File: config.mk
export PLATFORM = sky130hd
export DESIGN_NAME = apb_slave_mem_responder
export DESIGN_NICKNAME = d
export VERILOG_FILES = /design/src/rtl/apb_global_pkg.sv /design/src/rtl/apb_slave_mem_array.sv /design/src/rtl/apb_slave_mem_responder.sv
export SDC_FILE = /design/constraint.sdc
export NUM_CORES = 1
export LEC_CHECK = 0
export CAP_MARGIN = 5
export CORE_ASPECT_RATIO = 0.75
export CORE_MARGIN = 1
export CORE_UTILIZATION = 35
export CTS_CLUSTER_SIZE = 14
export DETAILED_ROUTE_END_ITERATION = 10
export PLACE_DENSITY = 0.56
export SYNTH_ARGS = -nofsm -noshare
export SYNTH_HDL_FRONTEND = slang
export SYNTH_SLANG_ARGS = --single-unit
File: constraint.sdc
create_clock -name pclk -period 3 [get_ports pclk]
set_input_delay 0.75 -clock pclk [delete_from_list [all_inputs] [get_ports pclk]]
set_output_delay 0.75 -clock pclk [all_outputs]
set_load 0.01 [all_outputs]
File: src/rtl/apb_global_pkg.sv
// Shared APB types and widths for the VIP and the in-house completer.
// Used by apb_slave_mem_responder and apb_slave_mem_array.
package apb_global_pkg;

  localparam int ADDRESS_WIDTH = 32;
  localparam int DATA_WIDTH    = 32;

  typedef enum logic {
    NO_ERROR = 1'b0,
    ERROR    = 1'b1
  } slave_error_e;

  typedef enum logic {
    READ  = 1'b0,
    WRITE = 1'b1
  } tx_type_e;

  typedef enum bit {
    IDLE   = 1'b0,
    ACCESS = 1'b1
  } apb_slave_state_e;

endpackage

File: src/rtl/apb_slave_mem_array.sv
// Byte-strobed flop register file with asynchronous read.
// Cleared to zero by preset_n.
module apb_slave_mem_array
  import apb_global_pkg::*;
#(
  parameter int DEPTH = 16,
  parameter int WIDTH = 32
) (
  input  logic                     pclk,
  input  logic                     preset_n,
  input  logic                     we,
  input  logic [$clog2(DEPTH)-1:0] idx,
  input  logic [WIDTH-1:0]         wdata,
  input  logic [WIDTH/8-1:0]       strb,
  output logic [WIDTH-1:0]         rdata
);

  logic [WIDTH-1:0] mem [DEPTH];

  always_ff @(posedge pclk or negedge preset_n) begin
    if (!preset_n) begin
      mem <= '{default: '0};
    end else if (we) begin
      for (int i = 0; i < WIDTH/8; i++) begin
        if (strb[i]) mem[idx][8*i +: 8] <= wdata[8*i +: 8];
      end
    end
  end

  assign rdata = mem[idx];

endmodule

File: src/rtl/apb_slave_mem_responder.sv
// APB4 completer with a byte-strobed register file and fixed wait states.
// Option APB_SLAVE_PROT_CHECK_EN: non-secure access to upper half errors.
module apb_slave_mem_responder
  import apb_global_pkg::*;
#(
  parameter int          ADDRESS_WIDTH = 32,
  parameter int          DATA_WIDTH    = 32,
  parameter int          MEM_DEPTH     = 16,
  parameter logic [31:0] BASE_ADDR     = 32'h0000_0000,
  parameter int          WAIT_STATES   = 0
) (
  input  logic                     pclk,
  input  logic                     preset_n,
  input  logic                     psel,
  input  logic                     penable,
  input  logic                     pwrite,
  input  logic [ADDRESS_WIDTH-1:0] paddr,
  input  logic [DATA_WIDTH-1:0]    pwdata,
  input  logic [DATA_WIDTH/8-1:0]  pstrb,
  input  logic [2:0]               pprot,
  output logic                     pready,
  output logic [DATA_WIDTH-1:0]    prdata,
  output logic                     pslverr
);

  localparam int BYTES  = DATA_WIDTH / 8;
  localparam int LANE_W = $clog2(BYTES);
  localparam int IDX_W  = $clog2(MEM_DEPTH);

  localparam logic [ADDRESS_WIDTH:0] WIN =
    (ADDRESS_WIDTH+1)'(MEM_DEPTH * BYTES);
  localparam logic [ADDRESS_WIDTH-1:0] BASE =
    BASE_ADDR[ADDRESS_WIDTH-1:0];
  localparam logic [ADDRESS_WIDTH-1:0] LANE_MASK =
    ADDRESS_WIDTH'(BYTES - 1);

  apb_slave_state_e state, state_nx;

  logic [3:0]               wait_cnt;
  logic [ADDRESS_WIDTH-1:0] addr_q;
  tx_type_e                 dir_q;
  logic [DATA_WIDTH-1:0]    wdata_q;
  logic [BYTES-1:0]         strb_q;

  logic [ADDRESS_WIDTH-1:0] offset;
  logic [IDX_W-1:0]         idx;
  logic                     err;
  logic                     prot_err;
  logic                     setup;
  logic                     active;
  logic                     done;
  logic                     we;
  logic [DATA_WIDTH-1:0]    rdata;
  slave_error_e             resp;

  assign setup  = psel & ~penable;
  assign active = psel & penable;

  always_ff @(posedge pclk or negedge preset_n) begin
    if (!preset_n) state <= IDLE;
    else           state <= state_nx;
  end

  always_comb begin
    state_nx = state;
    unique case (state)
      IDLE:   if (setup) state_nx = ACCESS;
      ACCESS: if (!active || wait_cnt == 4'd0) state_nx = IDLE;
      default: state_nx = IDLE;
    endcase
  end

  always_ff @(posedge pclk or negedge preset_n) begin
    if (!preset_n) begin
      wait_cnt <= '0;
      addr_q   <= '0;
      dir_q    <= READ;
      wdata_q  <= '0;
      strb_q   <= '0;
    end else if (state == IDLE && setup) begin
      wait_cnt <= 4'(WAIT_STATES);
      addr_q   <= paddr;
      dir_q    <= pwrite ? WRITE : READ;
      wdata_q  <= pwdata;
      strb_q   <= pstrb;
    end else if (state == ACCESS && active && wait_cnt != 4'd0) begin
      wait_cnt <= wait_cnt - 4'd1;
    end
  end

`ifdef APB_SLAVE_PROT_CHECK_EN
  logic ns_q;
  logic prot_unused;

  always_ff @(posedge pclk or negedge preset_n) begin
    if (!preset_n)                  ns_q <= 1'b0;
    else if (state == IDLE && setup) ns_q <= pprot[1];
  end

  assign prot_unused = pprot[0] ^ pprot[2];
  assign prot_err    = ns_q & idx[IDX_W-1];
`else
  logic prot_unused;

  assign prot_unused = ^pprot;
  assign prot_err    = 1'b0;
`endif

  // Subtraction wraps, so addresses below the base land far out of range.
  assign offset = addr_q - BASE;
  assign idx    = offset[LANE_W +: IDX_W];
  assign err    = ({1'b0, offset} >= WIN)
                | (|(offset & LANE_MASK))
                | prot_err;

  always_comb begin
    pready  = 1'b0;
    done    = 1'b0;
    we      = 1'b0;
    prdata  = '0;
    pslverr = 1'b0;
    resp    = err ? ERROR : NO_ERROR;
    if (state == ACCESS && wait_cnt == 4'd0) begin
      pready  = 1'b1;
      done    = active;
      we      = done && dir_q == WRITE && resp == NO_ERROR;
      pslverr = resp == ERROR;
      if (dir_q == READ && resp == NO_ERROR) prdata = rdata;
    end
  end

  apb_slave_mem_array #(
    .DEPTH (MEM_DEPTH),
    .WIDTH (DATA_WIDTH)
  ) u_mem (
    .pclk     (pclk),
    .preset_n (preset_n),
    .we       (we),
    .idx      (idx),
    .wdata    (wdata_q),
    .strb     (strb_q),
    .rdata    (rdata)
  );

endmodule

Figure 1. Track usage over the die (run 1).
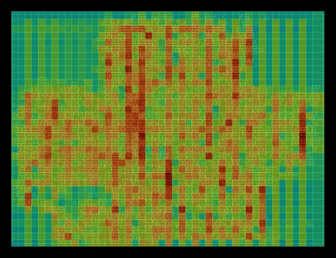
Core Util, Final: 44.0%
grt met3 use: 2.58%
gr busiest metal: met2
M2 GR Usage: 28.2%
gr usage total: 17.9%

Figure 2. Sequential cells grouped by signal name (run 1).
Scale bar: 100 um. Other sequential cells in the stronger grey, the rest of the logic in the fainter grey.
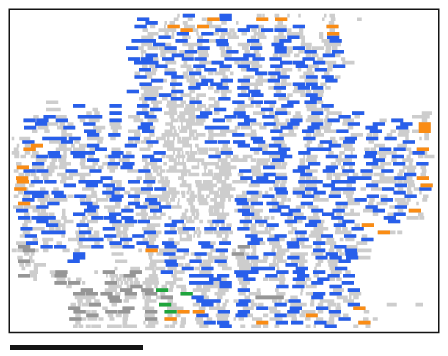
`strb_q`: drawn in green, flops 4. `wdata_q`: drawn in orange, flops 32, where all over the die. `u_mem.mem`: drawn in blue, flops 512, where all over the die.

Figure 3. Placement by cell class (run 1).
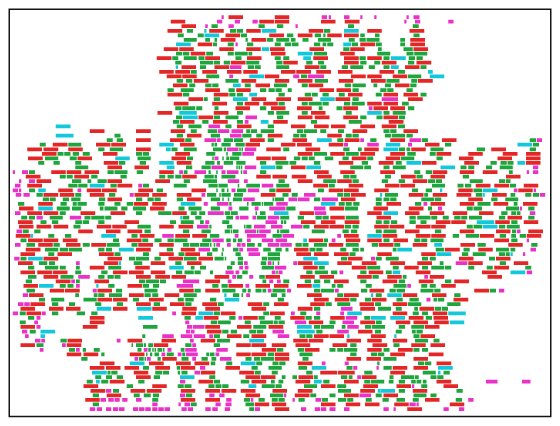
flops: drawn in red, cells 586, share of their area 46%. all other logic: drawn in green, cells 968, share of their area 38%. clock drivers and dummy loads: drawn in cyan, cells 105, share of their area 6.4%. other buffers and delay cells: drawn in magenta, cells 280, share of their area 10%.

==> job_summary.md, run 1 <==
## Synthesis and layout report

| Metric | Value |
|---|---|
| Largest net degree at the start of global routing | `89` |
| Xor/xnor share | `0.0976%` |
| # port buffers | `106` |
| CP endpoint kind | `output pin` |
| Final WL | `67300 um` |
| Rel. slew slack | `32.1%` |
| ANT cells | `0` |
| Main logic family | `multiplexers` |
| Row Count | `87` |
| PD cells | `554 mW/mm^2` |
| Dominant flop cell | `dfrtp_1` |
| Failing checks | `setup timing` |
| Adder share | `0.0929%` |
| Core Box Area | `0.0757 mm^2` |
| Setup WS post-layout | `-0.390 ns` |
| CP startpoint kind | `flop` |
| Log Warnings | `32` |
| Layout area overhead | `23.7%` |
| Post-Syn Area | `0.0269 mm^2` |
| First-pass DRT Iterations | `5` |
| Commonest Layout Cell | `dfrtp_1` |
| Total Power | `18.5 mW` |
| Fmax | `295 MHz` |
| Pre-CTS setup slack | `-0.597 ns` |
| Yosys reg bits | `586` |
| Required time of the worst setup path | `2.25 ns` |
| Wire per inst | `22.7 um` |
| Crit Path Class | `reg -> out` |
| Post-detail-place hpwl | `43600 um` |
| Clock skew | `0.0173 ns` |
| Max-slew violations | `0` |
| Yosys cell count | `1688` |
| Peak supply drop | `0.420 mV` |
| Max_cap viols | `0` |
| Synth mux share | `35.3%` |
| Status | `finished, violations left` |
| First-pass GRT wire length | `107000 um` |
| HP Class | `in -> async` |
| Final setup fails | `33` |
[run 1: state kept, by name, summed over array words and instances (netlist names)]
signal     flops
wdata_q       32
strb_q         4
dir_q          1
wait_cnt       4
addr_q        32
u_mem.mem    512
state          1
[run 1: critical path: stages, from the launching register on]
cell and delay, ns:
dfrtp_1 0.38, nor4_2 0.26, buf_4 0.15, nand4_1 0.19, or3_4 0.41, buf_12 0.16
buf_12 0.16, a21oi_4 0.16, buf_6 0.12
[run 1: Yosys cell counts, types with 7 or more instances]
cell type | n | share of area [%]
a21oi_1 | 32 | 0.59
a22oi_1 | 64 | 1.8
buf_1 | 28 | 0.39
buf_2 | 40 | 0.74
clkbuf_1 | 57 | 0.79
dfrtp_1 | 586 | 54
mux2_1 | 99 | 4.1
mux2_2 | 458 | 19
mux2_4 | 24 | 1.3
mux4_2 | 128 | 11
nand2_1 | 32 | 0.45
nand3_1 | 13 | 0.24
nor3_2 | 9 | 0.33
nor3_4 | 30 | 1.8
nor4bb_1 | 7 | 0.26
or4b_1 | 10 | 0.37
[run 1: path summary, 6_finish.rpt]
path                                from             end  slack (ns)  depth (start not counted)
max reg2reg                  wait_cnt[0]  u_mem.mem[454]        0.14                          9
min                             preset_n     wdata_q[23]        0.06                          1
max in group asynchronous       preset_n  u_mem.mem[455]        1.90                          2
max                           addr_q[31]      prdata[24]       -0.39                          8
min in group pclk          u_mem.mem[85]   u_mem.mem[85]        0.48                          1
min reg2reg                u_mem.mem[85]   u_mem.mem[85]        0.48                          1
[run 1: through the flow]
step,cells,TNS (ns),hold WS [ns],area (um^2)
6_report,2962,-11.09,0.0641,33300
3_3_place_gp,2827,-17.08,0.462,30400
4_1_cts,2957,-14.07,0.0546,33100
2_1_floorplan,1688,0,0.453,26900
5_1_grt,2962,-15.49,0.0674,33300
3_5_place_dp,2827,-18.75,0.475,30400
[run 1: power breakdown]
group	switching, mW	leakage (nW)	total [mW]	internal [mW]
registers	0.525	8.03	8.62	8.10
clock network	3.12	1.01	7.74	4.63
logic	1.08	6.55	2.09	1.01
total	4.72	15.6	18.5	13.7
[run 1: metal layers]
layer  up-vias  wire (um)  track usage, %
li1       6808          -               -
met1      8452      32000            25.6
met2       226      31700            28.2
met3        96       2210            2.58
met4         0       1510            5.00
met5         -          0               0
[run 1: cell families (layout without fill, tap and decap cells)]
group / Yosys count / in the layout
buffers and inverters: 136 / 387
adder cells (fa/ha/maj): 2 / 2
multiplexers: 709 / 709
XOR/XNOR: 3 / 3
AND-OR/OR-AND: 98 / 98
AND/OR/NAND/NOR: 154 / 154
flip-flops: 586 / 586
[run 1: cell type report]
type,instances,area (um^2)
tap,1023,1280
inverter,2,7.51
clock inverter,15,216
sequential,586,14700
fill,6604,42300
timing repair buffer,280,3270
multi-input combinational,966,12000
clock buffer,90,1840
[run 1: timing repair]
item                       CTS  global route
setup buffers               24             6
setup endpoints to repair  158           183
resized                    188            49
pin swaps                   18             5
hold endpoints to repair     0             0
cloned                       6             0
Figure 4. Signal metal coverage by tile (run 1).
Scale bar: 100 um. 32 x 24 tiles, from dark blue (low) to red (high), scaled to the fullest tile. Values are wire area over tile area, all layers added.
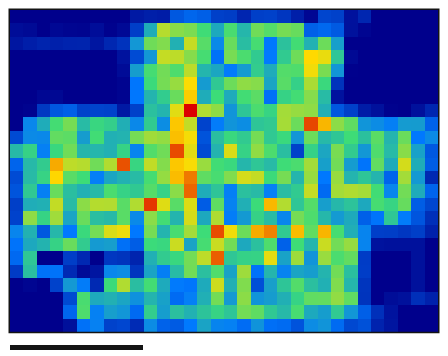

--- run 2 (diff from run 1) ---
SKIP_LAST_GASP = 1   (was unset)
Figure 5. Signal metal coverage by tile (run 2).
Scale bar: 100 um. 32 x 24 tiles, from dark blue (low) to red (high), scaled to the fullest tile. Values are wire area over tile area, all layers added.
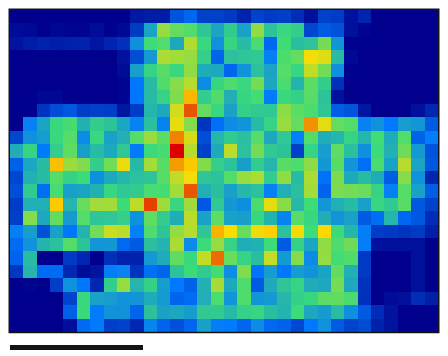
The emptiest ninth of the die: north-west. The densest ninth of the die: centre. The fullest tile reaches 0.42.

Figure 6. Sequential cells grouped by signal name (run 2).
Scale bar: 100 um. Other sequential cells in the stronger grey, the rest of the logic in the fainter grey.
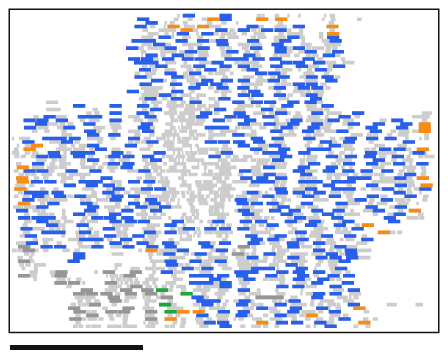
`wdata_q`: drawn in orange, flops 32, where all over the die. `strb_q`: drawn in green, flops 4. `u_mem.mem`: drawn in blue, flops 512, where all over the die.
Another 38 sequential cells are not coloured.
register area: 0.0147 mm^2
Seq. pwr: 8.62 mW
sequential share of cell area: 44.1%
Core Util, Final: 44.0%

==> job_summary.md, run 2 <==
## Synthesis and layout report

| Metric | Value |
|---|---|
| Clock skew | `0.0177 ns` |
| Top cells, area | `dfrtp_1, mux2_2, mux4_2` |
| HP Class | `in -> async` |
| Area leader share | `54.4%` |
| Largest register FFs | `512` |
| Hold Worst Slack | `0.0672 ns` |
| Rel. slew slack | `34.2%` |
| Log Warnings | `32` |
| Peak supply drop | `0.419 mV` |
| Setup WS post-layout | `-0.408 ns` |
| Max_cap viols | `0` |
| Crit Path Class | `reg -> out` |
| Max-slew violations | `0` |
| Worst R2R End | `u_mem.mem[89]` |
| PD cells | `554 mW/mm^2` |
| Yosys cell count | `1688` |
| Pre-CTS setup slack | `-0.597 ns` |
| Failing checks | `setup timing` |
| P_int | `13.7 mW` |
| Final setup fails | `33` |
| Biggest register | `u_mem.mem` |
| Post-route cell area | `0.0333 mm^2` |
| Switching Share | `25.6%` |
| Status | `finished, violations left` |
| Final WL | `67400 um` |
| DP Area | `0.0304 mm^2` |
run 2: netlist changes by cell type in the layout (fill, tap and decap cells not counted), sizes merged:
cell | before | now
buf | 207 | 205
run 2: stage by stage:
stage          instances  utilization, %
4_1_cts             2957            43.8
5_1_grt             2960            44.0
2_1_floorplan       1688               -
3_3_place_gp        2827            40.2
6_report            2960            44.0
3_5_place_dp        2827            40.2
run 2: cell families (layout without fill, tap and decap cells):
| group | after synthesis | in the layout | share of synthesized area [%] |
|---|---|---|---|
| mux | 709 | 709 | 35.3 |
| flops | 586 | 586 | 54.4 |
| simple gates | 154 | 154 | 5.28 |
| buf+inv | 136 | 385 | 2.33 |
| compound gates | 98 | 98 | 2.43 |
| xor+xnor | 3 | 3 | 0.0976 |
| fa+ha+maj | 2 | 2 | 0.0929 |
run 2: repair_timing:
item | CTS | global route
resized | 186 | 43
pin swaps | 17 | 5
setup endpoints to repair | 158 | 236
cloned | 6 | 0
buffers inserted | 24 | 6
run 2: final cells by class:
cell class	instances	area (um^2)	share of cell area, %
inverter	2	7.51	0.0226
timing repair buffer	278	3240	9.72
sequential	586	14700	44.1
clock inverter	15	216	0.651
tap	1023	1280	3.85
multi-input combinational	966	12000	36.1
clock buffer	90	1840	5.52
run 2: worst max path at each step:
stage / slack (ns) / end / startpoint / depth (start not counted)
after floorplan: 0.08 / prdata[10] / wait_cnt[0] / 10
after global placement: -0.59 / prdata[0] / addr_q[31] / 7
after detailed placement: -0.60 / prdata[0] / addr_q[31] / 7
after CTS: -0.49 / prdata[0] / addr_q[26] / 8
after global routing: -0.52 / prdata[0] / wait_cnt[1] / 9
final: -0.41 / prdata[24] / wait_cnt[0] / 9
run 2: worst max-delay path: stages, from the launching register on:
cell and delay (ns):
dfrtp_1 0.39, inv_2 0.07, ha_2 0.18, and4bb_1 0.22, nand4_1 0.12, or3_4 0.44, buf_12 0.16, buf_12 0.16
a21oi_4 0.16, buf_6 0.12
run 2: power groups by stage:
stage | clock [mW] | combinational (mW) | sequential [mW]
3_5_place_dp | 0 | 1.94 | 8.76
2_1_floorplan | 0 | 1.17 | 8.39
4_1_cts | 7.99 | 2.12 | 8.61
3_3_place_gp | 0 | 1.92 | 8.73
5_1_grt | 8.32 | 2.25 | 8.67
6_report | 7.74 | 2.09 | 8.62
run 2: per-layer routing:
| metal | track usage [%] | wire length [um] |
|---|---|---|
| met1 | 25.6 | 31900 |
| met4 | 5.00 | 1530 |
| met5 | 0 | 0 |
| met3 | 2.58 | 2220 |
| met2 | 28.2 | 31800 |
Figure 7. Routed metal, one colour a layer (run 2).
Scale bar: 100 um.
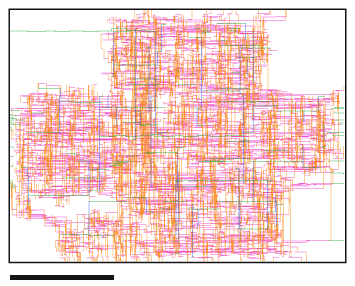

--- run 3 (diff from run 2) ---
--- a/config.mk
+++ b/config.mk
@@ -14,2 +14,3 @@
 export PLACE_DENSITY = 0.56
+export REMOVE_ABC_BUFFERS = 1
 export SKIP_LAST_GASP = 1
@@ -18 +19,2 @@
 export SYNTH_SLANG_ARGS = --single-unit
+export TNS_END_PERCENT = 100
--- a/constraint.sdc
+++ b/constraint.sdc
@@ -3,2 +3,2 @@
 set_output_delay 0.75 -clock pclk [all_outputs]
-set_load 0.01 [all_outputs]
+set_load 0.1 [all_outputs]
Figure 8. Routed metal, one colour a layer (run 3).
Scale bar: 100 um.
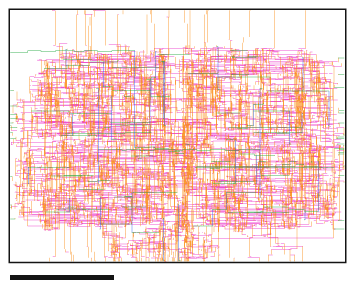
met4: drawn in blue, wire length 1130 um. met2: drawn in orange, wire length 31.4 mm. met1: drawn in magenta, wire length 32.6 mm. met3: drawn in green, wire length 2490 um.

Figure 9. Sequential cells grouped by signal name (run 3).
Scale bar: 100 um. Other sequential cells in the stronger grey, the rest of the logic in the fainter grey.
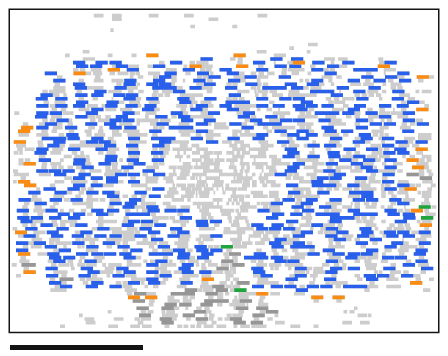
`strb_q`: drawn in green, flops 4. `wdata_q`: drawn in orange, flops 32, where all over the die. `u_mem.mem`: drawn in blue, flops 512.

==> job_summary.md, run 3 <==
## Synthesis and layout report

| Metric | Value |
|---|---|
| Status | `finished, violations left` |
| Failing checks | `setup timing` |
| Area leader share | `54.4%` |
| Pre-CTS setup slack | `-0.129 ns` |
| HP Class | `in -> async` |
| Required time of the worst setup path | `2.25 ns` |
| Setup WS post-layout | `-0.561 ns` |
| Peak supply drop | `0.423 mV` |
| Most frequent cells after synthesis | `dfrtp_1, mux2_2, mux4_2` |
| Hold Worst Slack | `0.0657 ns` |
| Crit Path Class | `reg -> out` |
| Crit path launch | `addr_q[2]` |
| CP endpoint kind | `output pin` |
| Commonest Layout Cell | `dfrtp_1` |
| First-pass DRT Iterations | `5` |
| Core Box Area | `0.0757 mm^2` |
| Biggest register | `u_mem.mem` |
| Synth area leader | `dfrtp_1` |
| Layout area overhead | `25.0%` |
| Post-detail-place hpwl | `43800 um` |
| Core Util, Final | `44.5%` |
| Yosys reg bits | `586` |
| Final setup fails | `33` |
| Setup TNS | `-15.96 ns` |
| Max-slew violations | `0` |
| Row Count | `87` |
| Psw | `4.68 mW` |
| Top-count cell post-synth | `dfrtp_1` |
| Rel. slew slack | `55.9%` |
| P_int | `13.4 mW` |
| CP startpoint kind | `flop` |
| Fmax | `281 MHz` |
-- run 3: cell counts after synthesis --
No cell type changed its count.
-- run 3: final cells by class --
type | instances | area (um^2)
multi-input combinational | 966 | 11900
tap | 1023 | 1280
clock inverter | 7 | 139
inverter | 2 | 7.51
fill | 6633 | 42000
antenna | 2 | 5.00
timing repair buffer | 285 | 3860
sequential | 586 | 14700
clock buffer | 96 | 1800
-- run 3: per-stage QoR --
step	instance area, um^2	total power, mW
6_report	33700	18.1
5_1_grt	33700	18.8
4_1_cts	33600	18.3
3_5_place_dp	31400	10.8
3_3_place_gp	31400	10.7
2_1_floorplan	26300	9.55
-- run 3: power groups by stage --
| stage | clock network [mW] | logic [mW] | registers, mW |
|---|---|---|---|
| 3_3_place_gp | 0 | 1.96 | 8.73 |
| 5_1_grt | 8.00 | 2.16 | 8.68 |
| 6_report | 7.43 | 2.01 | 8.63 |
| 2_1_floorplan | 0 | 0.793 | 8.75 |
| 3_5_place_dp | 0 | 2.00 | 8.76 |
| 4_1_cts | 7.66 | 2.02 | 8.62 |
-- run 3: cell families (layout without fill, tap and decap cells) --
group / count (synthesis) / count (layout) / share of synthesized area [%]
DFF: 586 / 586 / 54.4
xor gates and xnor gates: 3 / 3 / 0.0976
and+or+nand+nor: 154 / 154 / 5.28
muxes: 709 / 709 / 35.3
other: 0 / 2 / 0
buffers and inverters: 136 / 390 / 2.33
adders and majority gates: 2 / 2 / 0.0929
AOI/OAI and AO/OA: 98 / 98 / 2.43
-- run 3: worst paths after layout --
| path | end | slack (ns) |
|---|---|---|
| worst max-delay path | prdata[31] | -0.56 |
| worst min-delay path | wdata_q[29] | 0.07 |
| worst max register to register | u_mem.mem[129] | 0.13 |
| worst min register to register | u_mem.mem[86] | 0.48 |
| max in group asynchronous | u_mem.mem[1] | 2.01 |
| min in group pclk | u_mem.mem[86] | 0.48 |
-- run 3: repair_timing --
item / CTS / global route
hold buffers: 0 / 0
buffers inserted: 7 / 1
setup endpoints to repair: 205 / 134
gates resized: 45 / 12
hold endpoints to repair: 0 / 0
gates cloned: 1 / 1
pin swaps: 3 / 1
-- run 3: worst max-delay path: cells and delay by family (launching register included) --
kind | cells | cell delay (ns)
compound gates | 2 | 0.42
buf+inv | 4 | 0.73
mux | 1 | 0.50
flops | 1 | 0.52
-- run 3: per-layer routing --
layer  GRT usage (%)  vias to the layer above  part of all wire, %
li1                -                     6820                    -
met1            26.2                     8443                   48
met2            27.5                      228                   46
met3            2.77                       72                  3.7
met4            4.08                        0                  1.7
met5               0                        -                    0
No activity file was given, so power comes from the tool's default toggle rates.
